## src/rtl/cp0_gen2_pkg.sv

```systemverilog
// CP0 shared definitions: register numbers, exception codes
// and the SR/Cause field positions used across the CP0 slice.
package cp0_gen2_pkg;

  localparam logic [4:0] CP0_BADVADDR = 5'd8;
  localparam logic [4:0] CP0_COUNT    = 5'd9;
  localparam logic [4:0] CP0_COMPARE  = 5'd11;
  localparam logic [4:0] CP0_SR       = 5'd12;
  localparam logic [4:0] CP0_CAUSE    = 5'd13;
  localparam logic [4:0] CP0_EPC      = 5'd14;
  localparam logic [4:0] CP0_PRID     = 5'd15;

  typedef enum logic [4:0] {
    EXC_INT  = 5'd0,
    EXC_ADEL = 5'd4,
    EXC_ADES = 5'd5
  } exc_code_e;

  localparam int SR_IE        = 0;
  localparam int SR_EXL       = 1;
  localparam int SR_IM_LO     = 10;

  localparam int CAUSE_BD     = 31;
  localparam int CAUSE_TI     = 30;
  localparam int CAUSE_IP_LO  = 10;
  localparam int CAUSE_EXC_LO = 2;

  localparam logic [31:0] COMPARE_RST = 32'hFFFF_FFFF;

  // Address-error exceptions are the ones that record BadVAddr.
  function automatic logic is_addr_exc(
    input logic [4:0] code
  );
    return (code == EXC_ADEL) || (code == EXC_ADES);
  endfunction

endpackage

```

## src/rtl/cp0_timer.sv

```systemverilog
// Count/Compare timer. Ports: clk, reset, count_we, compare_we, Din
// in; Count, Compare and the pending flag TI out.
module cp0_timer
  import cp0_gen2_pkg::*;
(
  input  logic        clk,
  input  logic        reset,
  input  logic        count_we,
  input  logic        compare_we,
  input  logic [31:0] Din,
  output logic [31:0] Count,
  output logic [31:0] Compare,
  output logic        TI
);

  always_ff @(posedge clk or posedge reset) begin
    if (reset) begin
      Count   <= '0;
      Compare <= COMPARE_RST;
      TI      <= 1'b0;
    end else begin
      Count <= count_we ? Din : Count + 32'd1;
      if (compare_we) begin
        Compare <= Din;
      end
      // Writing Compare acknowledges the timer and
      // beats a match seen on the same edge.
      if (compare_we) begin
        TI <= 1'b0;
      end else if (Count == Compare) begin
        TI <= 1'b1;
      end
    end
  end

endmodule

```

## src/rtl/cp0_gen2.sv

```systemverilog
// Coprocessor 0: SR/Cause/EPC/BadVAddr/PRId, optional timer, Req.
// In: A1/A2 reg numbers, Din/WE, PC, ExcCodeIn, VAddr, HWInt, EXLClr.
module cp0_gen2 #(
  parameter int          NUM_HWINT = 6,
  parameter int          TIMER_EN  = 1,
  parameter logic [31:0] PRID_VAL  = 32'h2002_0907
) (
  input  logic                 clk,
  input  logic                 reset,
  input  logic [4:0]           A1,
  input  logic [4:0]           A2,
  input  logic [31:0]          Din,
  input  logic                 WE,
  input  logic [31:0]          PC,
  input  logic                 isInDelaySlot,
  input  logic [4:0]           ExcCodeIn,
  input  logic [31:0]          VAddr,
  input  logic [NUM_HWINT-1:0] HWInt,
  input  logic                 EXLClr,
  output logic                 Req,
  output logic [31:0]          EPCOut,
  output logic [31:0]          DOut,
  output logic                 TimerIrq
);

  import cp0_gen2_pkg::*;

  logic [NUM_HWINT-1:0] im;
  logic [NUM_HWINT-1:0] ip;
  logic [NUM_HWINT-1:0] eff;
  logic [NUM_HWINT-1:0] ti_vec;
  logic                 exl;
  logic                 ie;
  logic                 bd;
  logic [4:0]           exc_code;
  logic [29:0]          epc;
  logic [29:0]          epc_new;
  logic [31:0]          bad_vaddr;
  logic [31:0]          count;
  logic [31:0]          compare;
  logic                 ti;
  logic                 int_hit;
  logic                 exc_hit;
  logic                 wr;
  logic                 sr_we;
  logic                 epc_we;
  logic                 count_we;
  logic                 compare_we;
  logic [31:0]          sr_rd;
  logic [31:0]          cause_rd;
  logic                 unused_pc;

  assign unused_pc = ^PC[1:0];

  // Timer pending shares the top interrupt line.
  always_comb begin
    ti_vec = '0;
    ti_vec[NUM_HWINT-1] = ti;
    eff = HWInt | ti_vec;
  end

  assign int_hit = ie & (|(eff & im));
  assign exc_hit = (ExcCodeIn != 5'd0);
  assign Req     = ~exl & (int_hit | exc_hit);

  // Delay-slot victims restart at the branch.
  assign epc_new = PC[31:2] - {29'd0, isInDelaySlot};
  assign EPCOut  = {Req ? epc_new : epc, 2'b00};

  // A write landing on an exception edge is dropped.
  assign wr         = WE & ~Req;
  assign sr_we      = wr & (A2 == CP0_SR);
  assign epc_we     = wr & (A2 == CP0_EPC);
  assign count_we   = wr & (A2 == CP0_COUNT);
  assign compare_we = wr & (A2 == CP0_COMPARE);

  if (TIMER_EN != 0) begin : g_timer
    cp0_timer u_timer (
      .clk        (clk),
      .reset      (reset),
      .count_we   (count_we),
      .compare_we (compare_we),
      .Din        (Din),
      .Count      (count),
      .Compare    (compare),
      .TI         (ti)
    );
  end else begin : g_no_timer
    logic unused_timer;
    assign unused_timer = count_we ^ compare_we;
    assign count   = '0;
    assign compare = COMPARE_RST;
    assign ti      = 1'b0;
  end

  always_ff @(posedge clk or posedge reset) begin
    if (reset) begin
      im  <= '0;
      ie  <= 1'b0;
      exl <= 1'b0;
    end else begin
      if (sr_we) begin
        im <= Din[SR_IM_LO +: NUM_HWINT];
        ie <= Din[SR_IE];
      end
      // Exception entry beats eret, eret beats a written EXL.
      priority case (1'b1)
        Req:     exl <= 1'b1;
        EXLClr:  exl <= 1'b0;
        sr_we:   exl <= Din[SR_EXL];
        default: exl <= exl;
      endcase
    end
  end

  always_ff @(posedge clk or posedge reset) begin
    if (reset) begin
      ip        <= '0;
      bd        <= 1'b0;
      exc_code  <= EXC_INT;
      epc       <= '0;
      bad_vaddr <= '0;
    end else begin
      ip <= eff;
      if (Req) begin
        bd       <= isInDelaySlot;
        exc_code <= int_hit ? EXC_INT : ExcCodeIn;
        epc      <= epc_new;
      end else if (epc_we) begin
        epc <= Din[31:2];
      end
      if (Req & ~int_hit & is_addr_exc(ExcCodeIn)) begin
        bad_vaddr <= VAddr;
      end
    end
  end

  always_comb begin
    sr_rd = '0;
    sr_rd[SR_IM_LO +: NUM_HWINT] = im;
    sr_rd[SR_EXL] = exl;
    sr_rd[SR_IE]  = ie;
    cause_rd = '0;
    cause_rd[CAUSE_BD] = bd;
    cause_rd[CAUSE_TI] = ti;
    cause_rd[CAUSE_IP_LO +: NUM_HWINT] = ip;
    cause_rd[CAUSE_EXC_LO +: 5] = exc_code;
  end

  always_comb begin
    DOut = '0;
    unique case (A1)
      CP0_BADVADDR: DOut = bad_vaddr;
      CP0_COUNT:    DOut = count;
      CP0_COMPARE:  DOut = compare;
      CP0_SR:       DOut = sr_rd;
      CP0_CAUSE:    DOut = cause_rd;
      CP0_EPC:      DOut = EPCOut;
      CP0_PRID:     DOut = PRID_VAL;
      default:      DOut = '0;
    endcase
  end

  assign TimerIrq = ti;

endmodule

```

## config.mk

```make
export PLATFORM = sky130hd
export DESIGN_NAME = cp0_gen2
export DESIGN_NICKNAME = d
export VERILOG_FILES = /design/src/rtl/cp0_gen2_pkg.sv /design/src/rtl/cp0_timer.sv /design/src/rtl/cp0_gen2.sv
export SDC_FILE = /design/constraint.sdc
export NUM_CORES = 1
export LEC_CHECK = 0
export ABC_AREA = 1
export CAP_MARGIN = 30
export CORE_AREA = 2 2 169 171
export DETAILED_ROUTE_END_ITERATION = 7
export DIE_AREA = 0 0 171 173
export PLACE_DENSITY = 0.68
export SETUP_SLACK_MARGIN = 0.05
export SYNTH_ARGS = -nofsm -noshare
export SYNTH_HDL_FRONTEND = slang
export SYNTH_SLANG_ARGS = --single-unit
```

## constraint.sdc

```tcl
create_clock -name clk -period 5.12 [get_ports clk]
set_input_delay 0.512 -clock clk [delete_from_list [all_inputs] [get_ports clk]]
set_output_delay 0.512 -clock clk [all_outputs]
set_load 0.02 [all_outputs]
```

==> flow_metrics.py, run 1 <==
# Flow results
metrics = {
    "critical_path": {
        "crit_slowest_cell": "clkdlybuf4s50_1",
        "cp_top_family": "buffers and inverters",
        "cpPeakStageDelay_ns": 0.61,
        "endpoint_kind": "primary output",
        "critical_path_class": "primary input to primary output",
        "cp-start-kind": "primary input",
        "cp_data_arrival_time_ns": 3.48,
        "crit_path_frequent_cell": "nand2_1",
        "path_cells": "clkdlybuf4s50_1 -> ha_1 -> ha_1 -> nand2_1 -> nor2_1 -> nand2_1 -> xnor2_1 -> nand2_1 -> nand2_1 -> nand2_1 -> nand2_1 -> clkdlybuf4s50_1",
    },
    "clock_tree": {
        "cts_buffer_depth": 2,
        "cts_tree": "yes",
        "cts_resized": 0,
        "cts_buffers": 17,
        "path_clk_slew_ns": 0.06,
        "clk_latency_ns": 0.44,
        "hold_buffers": 0,
        "cts_root_buf": "clkbuf_16",
        "postCtsSetupRepairBufs": 0,
    },
    "timing": {
        "setup_violations": 0,
        "slew_violations": 0,
        "hold_violations": 0,
        "tightest_slew_ns": 0.990,
        "finalSetupTns_ns": 0,
        "min_period_ns": 3.99,
        "fmax_mhz": 251,
        "finalClockPeriodUsage_pct": 78.0,
        "rsz0062_at_grt": "no",
        "slew_headroom_pct": 33.7,
    },
    "yosys": {
        "simple_gate_share_pct": 36.6,
        "avgSynthCellArea_um2": 6.99,
        "synth-async-reset-ratio_pct": 100,
        "yosysChipArea_um2": 9540,
        "ys_top_cells_by_area": "dfrtp_1 30%, nand2_1 21%, dfstp_2 8.8%, nor2_1 5.0%, inv_1 4.7%",
        "netlist_instances": 1366,
        "syn_area_um2": 9540,
        "synth_cell_type_count": 50,
        "ys_seq_share_pct": 39.0,
        "ys.flops": 147,
        "ys_cells": 1366,
        "synth-edff-count": 0,
        "ys_sh_adder_pct": 0.393,
        "yosysTopAreaCellShare_pct": 30.2,
        "aoi_share_pct": 10.7,
        "ys_warn_count": 0,
        "xor_area_share_pct": 4.96,
        "muxShareOfSynthArea_pct": 0,
    },
    "global_routing": {
        "grt_use_total_pct": 23.2,
        "grt_max_degree": 89,
        "grt_pass1_vias": 9512,
        "antenna_found_initial": 3,
    },
    "drt": {
        "avgRoutedWirePerCell_um": 17.5,
        "route.detailed.drc": 0,
        "drt-initial-drc-count": 883,
        "postRouteAntennaNets": 0,
        "totalWireLength_mm": 33.7,
        "routed_via_density": 5.01,
    },
    "floorplan": {
        "pin_count": 188,
        "core_area_um2": 27600,
        "die_area_um2": 29600,
        "die_w_um": 171,
        "rows": 61,
        "die-height_um": 173,
        "fp-utilization_pct": 34.5,
    },
    "placed_design": {
        "finalWeightedCongestion": 0.938,
        "io_buffers": 183,
        "hpwl_mm": 26.0,
    },
    "final_layout": {
        "fill_cells": 2845,
        "post-route-util_pct": 44.6,
    },
    "run": {
        "maxCapViolations": 0,
        "warnings": 28,
    },
    "run_status": {
        "status": "finished, final reports clean",
    },
    "pwr": {
        "p_per_area_nw_per_um2": 458,
        "ir_drop_uv": 267,
        "p_leak_nw": 5.63,
    },
    "min_path": {
        "hold_class": "register to register",
    },
}
-- run 1: cell usage after synthesis (29+ instances only) --
library cell / count
dfrtp_1: 115
nand2_1: 523
o21ai_1: 51
nor2_1: 128
dfstp_2: 32
xor2_1: 32
a21oi_1: 38
nand3_1: 64
nand4_1: 29
inv_1: 119
o21ai_0: 35
-- run 1: through the flow --
step | area (µm²) | setup WS (ns) | hold WS (ns) | total power, mW | instances
6_report | 12300 | 1.13 | 0.482 | 5.64 | 1922
2_1_floorplan | 9550 | 0.710 | 0.449 | 3.37 | 1367
5_1_grt | 12300 | 0.960 | 0.499 | 6.00 | 1921
4_1_cts | 12300 | 1.12 | 0.481 | 5.65 | 1919
3_3_place_gp | 11600 | 1.16 | 0.463 | 4.13 | 1887
3_5_place_dp | 11600 | 1.13 | 0.465 | 4.19 | 1887
-- run 1: cell type report --
class | count | share of cell area, %
Clock inverter | 13 | 1.90
Antenna cell | 3 | 0.0610
Clock buffer | 19 | 3.52
Timing Repair Buffer | 196 | 15.7
Multi-Input combinational cell | 1039 | 40.9
Inverter | 127 | 3.91
Tap cell | 378 | 3.84
Sequential cell | 147 | 30.2
-- run 1: final timing paths --
check	slack [ns]	start	endpoint	cells after the start
min	0.48	bad_vaddr[24]	bad_vaddr[24]	2
max reg2reg	2.53	g_timer.u_timer.TI	g_timer.u_timer.Compare[24]	9
max	1.13	isInDelaySlot	DOut[18]	12
min in group asynchronous	0.64	reset	bad_vaddr[8]	2
max in group asynchronous	3.49	reset	g_timer.u_timer.Compare[25]	3
min reg2reg	0.48	bad_vaddr[24]	bad_vaddr[24]	2
-- run 1: cell usage in the layout, fill, tap and decap left out, types with 22 or more instances in the layout --
cell | netlist | final
nand3_1 | 64 | 64
dfstp_2 | 32 | 32
xor2_1 | 32 | 32
nor2_1 | 128 | 127
a21oi_1 | 38 | 38
xnor2_1 | 22 | 22
nand2_1 | 523 | 523
o21ai_0 | 35 | 35
clkdlybuf4s50_1 | 0 | 183
nand4_1 | 29 | 29
o21ai_1 | 51 | 51
dfrtp_1 | 115 | 115
inv_1 | 119 | 118
-- run 1: layer usage --
layer  GRT usage, %  share of wire, %  up-vias
met1           31.9                45     4524
met5              0                 0        -
met4           8.26               2.9        0
met3           4.07               6.5       59
met2           36.6                46      372
li1               -                 -     4681
-- run 1: state kept, by name, indices dropped and copies added, names as in the netlist --
signal and cells:
exc_code 5, im 6, ie 1, ip 6, g_timer.u_timer.Count 32, g_timer.u_timer.Compare 32, epc 30, bd 1
bad_vaddr 32, exl 1, g_timer.u_timer.TI 1
-- run 1: power breakdown --
part	internal (mW)	total (mW)	switching [mW]
Combinational	0.892	2.18	1.28
Clock	0.915	1.44	0.524
Sequential	1.66	2.03	0.369
-- run 1: cells by family (layout without fill, tap and decap cells) --
group           after synthesis  after routing
compound gates              173            173
xor+xnor                     54             54
fa+ha+maj                     3              3
buf+inv                     181            355
flops                       147            147
other cells                   1              5
simple gates                807            807
**Run 1: clock wiring as the flow saved it**

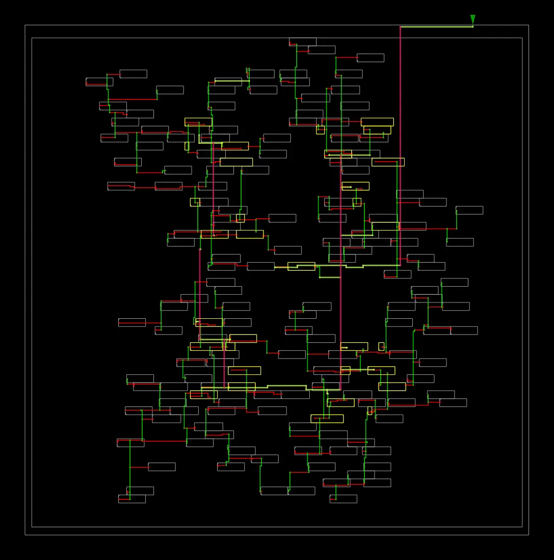
Clk power: 1.44 mW
clk_skew: 0.0155 ns
clk sink count: 147
FFs & Latches: 147
clk_buf instances: 19

**Run 1: the metal 2 layer**

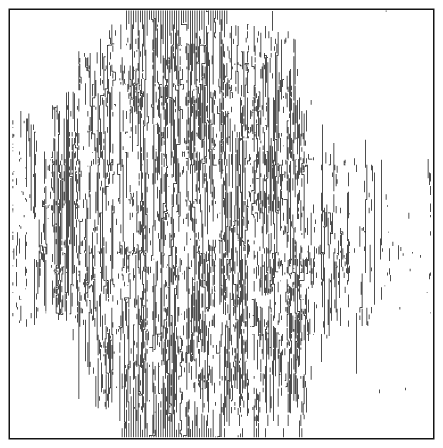
- longest straight run: 71.1 µm
- wire length on this layer: 15,400 µm
- main direction: vertical
- share of all routed wire: 46%
- nets with wire on the layer: 1,305

**Run 1: drive-strength map**

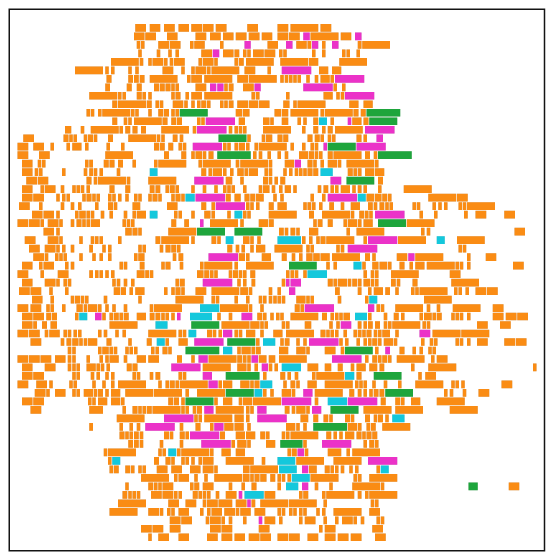
- drive 6 and up: green (cells 25; share 1.6%; most used clkbuf_16)
- drive 2: magenta (cells 76; share 4.9%; most used dfstp_2)
- drive 1 or less: orange (cells 1,404; share 91%; most used nand2_1)
- drive 3 to 4: cyan (cells 36; share 2.3%; most used buf_4)
Area Growth Syn to Fin: 29.0%
final worst setup slack: 1.13 ns
nonclk buf count: 196

**Run 1: cell classes on the final placement**

Scale bar: 50 µm. Fill, decap, tap and diode cells in gray.
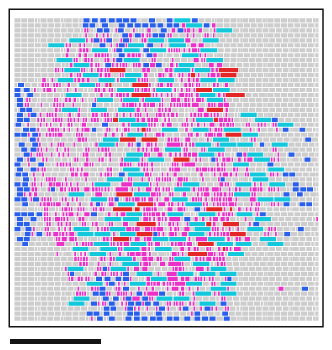

==> inputs of run 2 (changes only) <==
PLACE_DENSITY = 0.7   (was 0.68)
clock period = 3.3 ns   (was 5.12 ns; I/O delays follow)
**Run 2: cell classes on the final placement**

Scale bar: 50 µm. Fill, decap, tap and diode cells in gray.
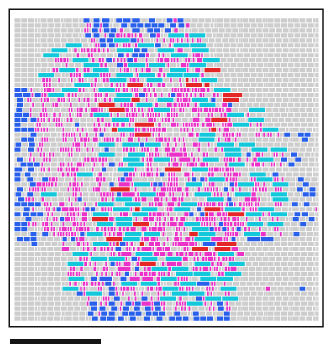
- clock drivers and dummy loads: red (cells 31; share of their area 5.2%)
- other buffers and delay cells: blue (cells 229; share of their area 19%)
- flops: cyan (cells 147; share of their area 31%)
- all other logic: magenta (cells 1,167; share of their area 46%)

**Run 2: the metal 2 layer**

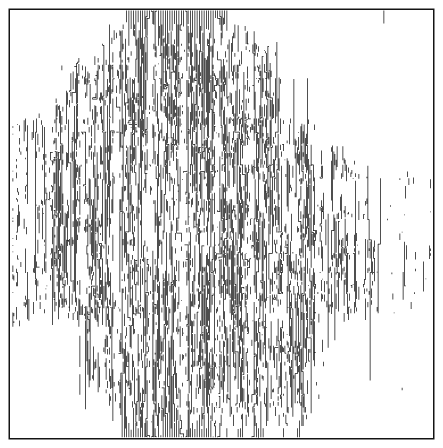
- nets with wire on the layer: 1,355
- longest straight run: 74.8 µm
- wire length on this layer: 15,800 µm
- main direction: vertical
met2 usage: 36.7%
DR vias: 9,897
Post-Route WL: 34.7 mm

==> run 2 against run 1 <==
  * Total power is 54% higher
  * Synthesized cell count stayed put
  * Clock power is 46% higher
  * Clock-buffer cell count stayed put
  * First-iteration DRC count is 5.5% lower
  * Critical path type unchanged
  * Largest power group unchanged
  * Highest routed layer unchanged
==> flow_metrics.py, run 2 <==
# Flow results
metrics = {
    "clock_tree": {
        "hold_buffers": 0,
        "cts_tree": "yes",
        "cts_buffers": 17,
        "clk_latency_ns": 0.44,
        "path_clk_slew_ns": 0.06,
        "clkSinkCount": 147,
    },
    "timing": {
        "rsz0062_at_grt": "no",
        "fin_worst_skew_ns": 0.0109,
        "fmax_mhz": 320,
        "slew_violations": 0,
        "finalClockPeriodUsage_pct": 94.7,
        "min_period_ns": 3.13,
        "finalSetupTns_ns": 0,
        "hold_violations": 0,
    },
    "placed_design": {
        "finalWeightedCongestion": 0.940,
        "dp.cells": 1920,
        "io_buffers": 183,
        "hpwl_mm": 26.5,
    },
    "critical_path": {
        "r2r-end": "g_timer.u_timer.Count[23]",
        "cp-start-kind": "primary input",
        "endpoint_kind": "primary output",
        "worstRegToRegCells": 9,
        "cp_data_arrival_time_ns": 2.80,
        "worstReg2RegStart": "g_timer.u_timer.TI",
        "reg2reg_slack_ns": 0.59,
    },
    "drt": {
        "routed_via_density": 5.07,
        "drt-initial-drc-count": 834,
        "postRouteAntennaNets": 0,
        "route.detailed.drc": 0,
        "avgRoutedWirePerCell_um": 17.8,
    },
    "yosys": {
        "syn_area_um2": 9540,
        "yosysChipArea_um2": 9540,
        "avgSynthCellArea_um2": 6.99,
        "ys_seq_share_pct": 39.0,
        "ys_warn_count": 0,
        "simple_gate_share_pct": 36.6,
        "synth-async-reset-ratio_pct": 100,
        "ys_cells": 1366,
        "xor_area_share_pct": 4.96,
        "aoi_share_pct": 10.7,
        "ys_top_cells_by_area": "dfrtp_1 30%, nand2_1 21%, dfstp_2 8.8%, nor2_1 5.0%, inv_1 4.7%",
        "most_common_cell": "nand2_1",
        "synth-edff-count": 0,
        "synth_cell_type_count": 50,
        "muxShareOfSynthArea_pct": 0,
        "synthTopCellsByCount": "523 x nand2_1, 128 x nor2_1, 119 x inv_1, 115 x dfrtp_1, 64 x nand3_1",
    },
    "floorplan": {
        "die-height_um": 173,
        "rows": 61,
        "core_area_um2": 27600,
        "die_area_um2": 29600,
        "fp-utilization_pct": 34.5,
    },
    "min_path": {
        "hold_path_depth": 1,
        "hold_class": "primary input to register",
        "min_to": "ip[4]",
    },
    "final_layout": {
        "layoutNonFillerInstCount": 1953,
        "layout.cells.most_common_list": "523 x nand2_1, 173 x clkdlybuf4s50_1, 125 x nor2_1, 118 x inv_1, 115 x dfrtp_1",
        "fill_cells": 2822,
        "reg.largest.list": "bad_vaddr (32), g_timer.u_timer.Compare (32), g_timer.u_timer.Count (32)",
        "mostFrequentLayoutCell": "nand2_1",
        "syn_to_final_growth_pct": 32.4,
    },
    "run": {
        "maxCapViolations": 0,
        "warnings": 28,
    },
    "pwr": {
        "p_per_area_nw_per_um2": 689,
        "seqPwrFrac_pct": 35.9,
        "p_int_mw": 5.32,
        "p_clk_share_pct": 24.1,
        "p_leak_nw": 5.97,
        "ir_drop_uv": 368,
        "p_sw_mw": 3.39,
        "p_comb_share_pct": 40.0,
    },
    "global_routing": {
        "grt_use_total_pct": 23.2,
        "antenna_found_initial": 0,
        "grt_max_degree": 62,
    },
    "run_status": {
        "status": "finished, final reports clean",
    },
}
run 2: netlist changes by cell type in the layout (fill, tap and decap cells not counted), sizes merged:
cell	delta
buf	+33
clkdlybuf4s50	-10
dlymetal6s2s	+10
bufinv	-2
diode	-2
clkinv	+1
clkinvlp	-1
inv	+1
nand2	+1
run 2: repair_timing:
| action | CTS | global route |
|---|---|---|
| cloned | 0 | 1 |
| resized | 1 | 14 |
| setup endpoints to repair | 3 | 18 |
| pin swaps | 0 | 1 |
run 2: worst max path at each step:
stage / depth (start not counted) / slack, ns / to / from
5_1_grt: 12 / 0.06 / DOut[13] / isInDelaySlot
6_report: 12 / 0.17 / DOut[12] / PC[2]
4_1_cts: 12 / 0.07 / DOut[10] / isInDelaySlot
2_1_floorplan: 11 / 1.10 / DOut[18] / PC[2]
3_3_place_gp: 12 / -0.01 / DOut[10] / isInDelaySlot
3_5_place_dp: 12 / -0.001 / DOut[10] / isInDelaySlot
run 2: per-stage QoR:
| step | hold WS (ns) | setup WS, ns | utilization, % | total power [mW] |
|---|---|---|---|---|
| after floorplan | 0.361 | 1.10 | - | 5.24 |
| after global placement | 0.463 | -0.0134 | 43.2 | 6.48 |
| after detailed placement | 0.465 | -0.00140 | 43.2 | 6.56 |
| after CTS | 0.372 | 0.0659 | 45.5 | 8.69 |
| after global routing | 0.380 | 0.0580 | 45.7 | 9.26 |
| final | 0.380 | 0.173 | 45.7 | 8.71 |
run 2: logic make-up after synthesis:
logic type / count (synthesis)
AND-OR/OR-AND: 173
flip-flops: 147
other: 1
buffers and inverters: 181
XOR/XNOR: 54
adder cells (fa/ha/maj): 3
AND/OR/NAND/NOR: 807
run 2: area by class of cell:
class / instances / area (µm²) / share of cell area (%)
Antenna cell: 1 / 2.50 / 0.0198
Clock buffer: 19 / 453 / 3.58
Clock inverter: 12 / 178 / 1.41
Inverter: 127 / 480 / 3.80
Multi-Input combinational cell: 1040 / 5070 / 40.1
Sequential cell: 147 / 3720 / 29.4
Tap cell: 378 / 473 / 3.74
Timing Repair Buffer: 229 / 2260 / 17.9
run 2: power by group through the flow:
stage / Sequential (mW) / Clock, mW / Combinational (mW)
after floorplan: 2.97 / 0 / 2.26
after global placement: 3.10 / 0 / 3.37
after detailed placement: 3.13 / 0 / 3.44
after CTS: 3.11 / 2.11 / 3.46
after global routing: 3.21 / 2.19 / 3.86
final: 3.13 / 2.10 / 3.49
run 2: critical path, cell delays in order:
cell             delay [ns]
clkdlybuf4s50_1        0.46
inv_1                  0.04
ha_2                   0.21
ha_1                   0.21
buf_4                  0.16
nand2_1                0.17
xnor2_1                0.14
nand2_1                0.10
nand2_1                0.10
nand2_1                0.13
nand2_1                0.13
clkdlybuf4s50_1        0.61
run 2: routing by layer:
| metal | GRT usage [%] | vias to the layer above | share of wire, % |
|---|---|---|---|
| met5 | 0 | - | 0 |
| met4 | 9.15 | 0 | 3.6 |
| met3 | 3.64 | 67 | 7.2 |
| met2 | 36.7 | 390 | 46 |
| met1 | 31.7 | 4686 | 44 |
| li1 | - | 4754 | - |
Power figures rest on the tool's default switching activity, not on a simulated workload.
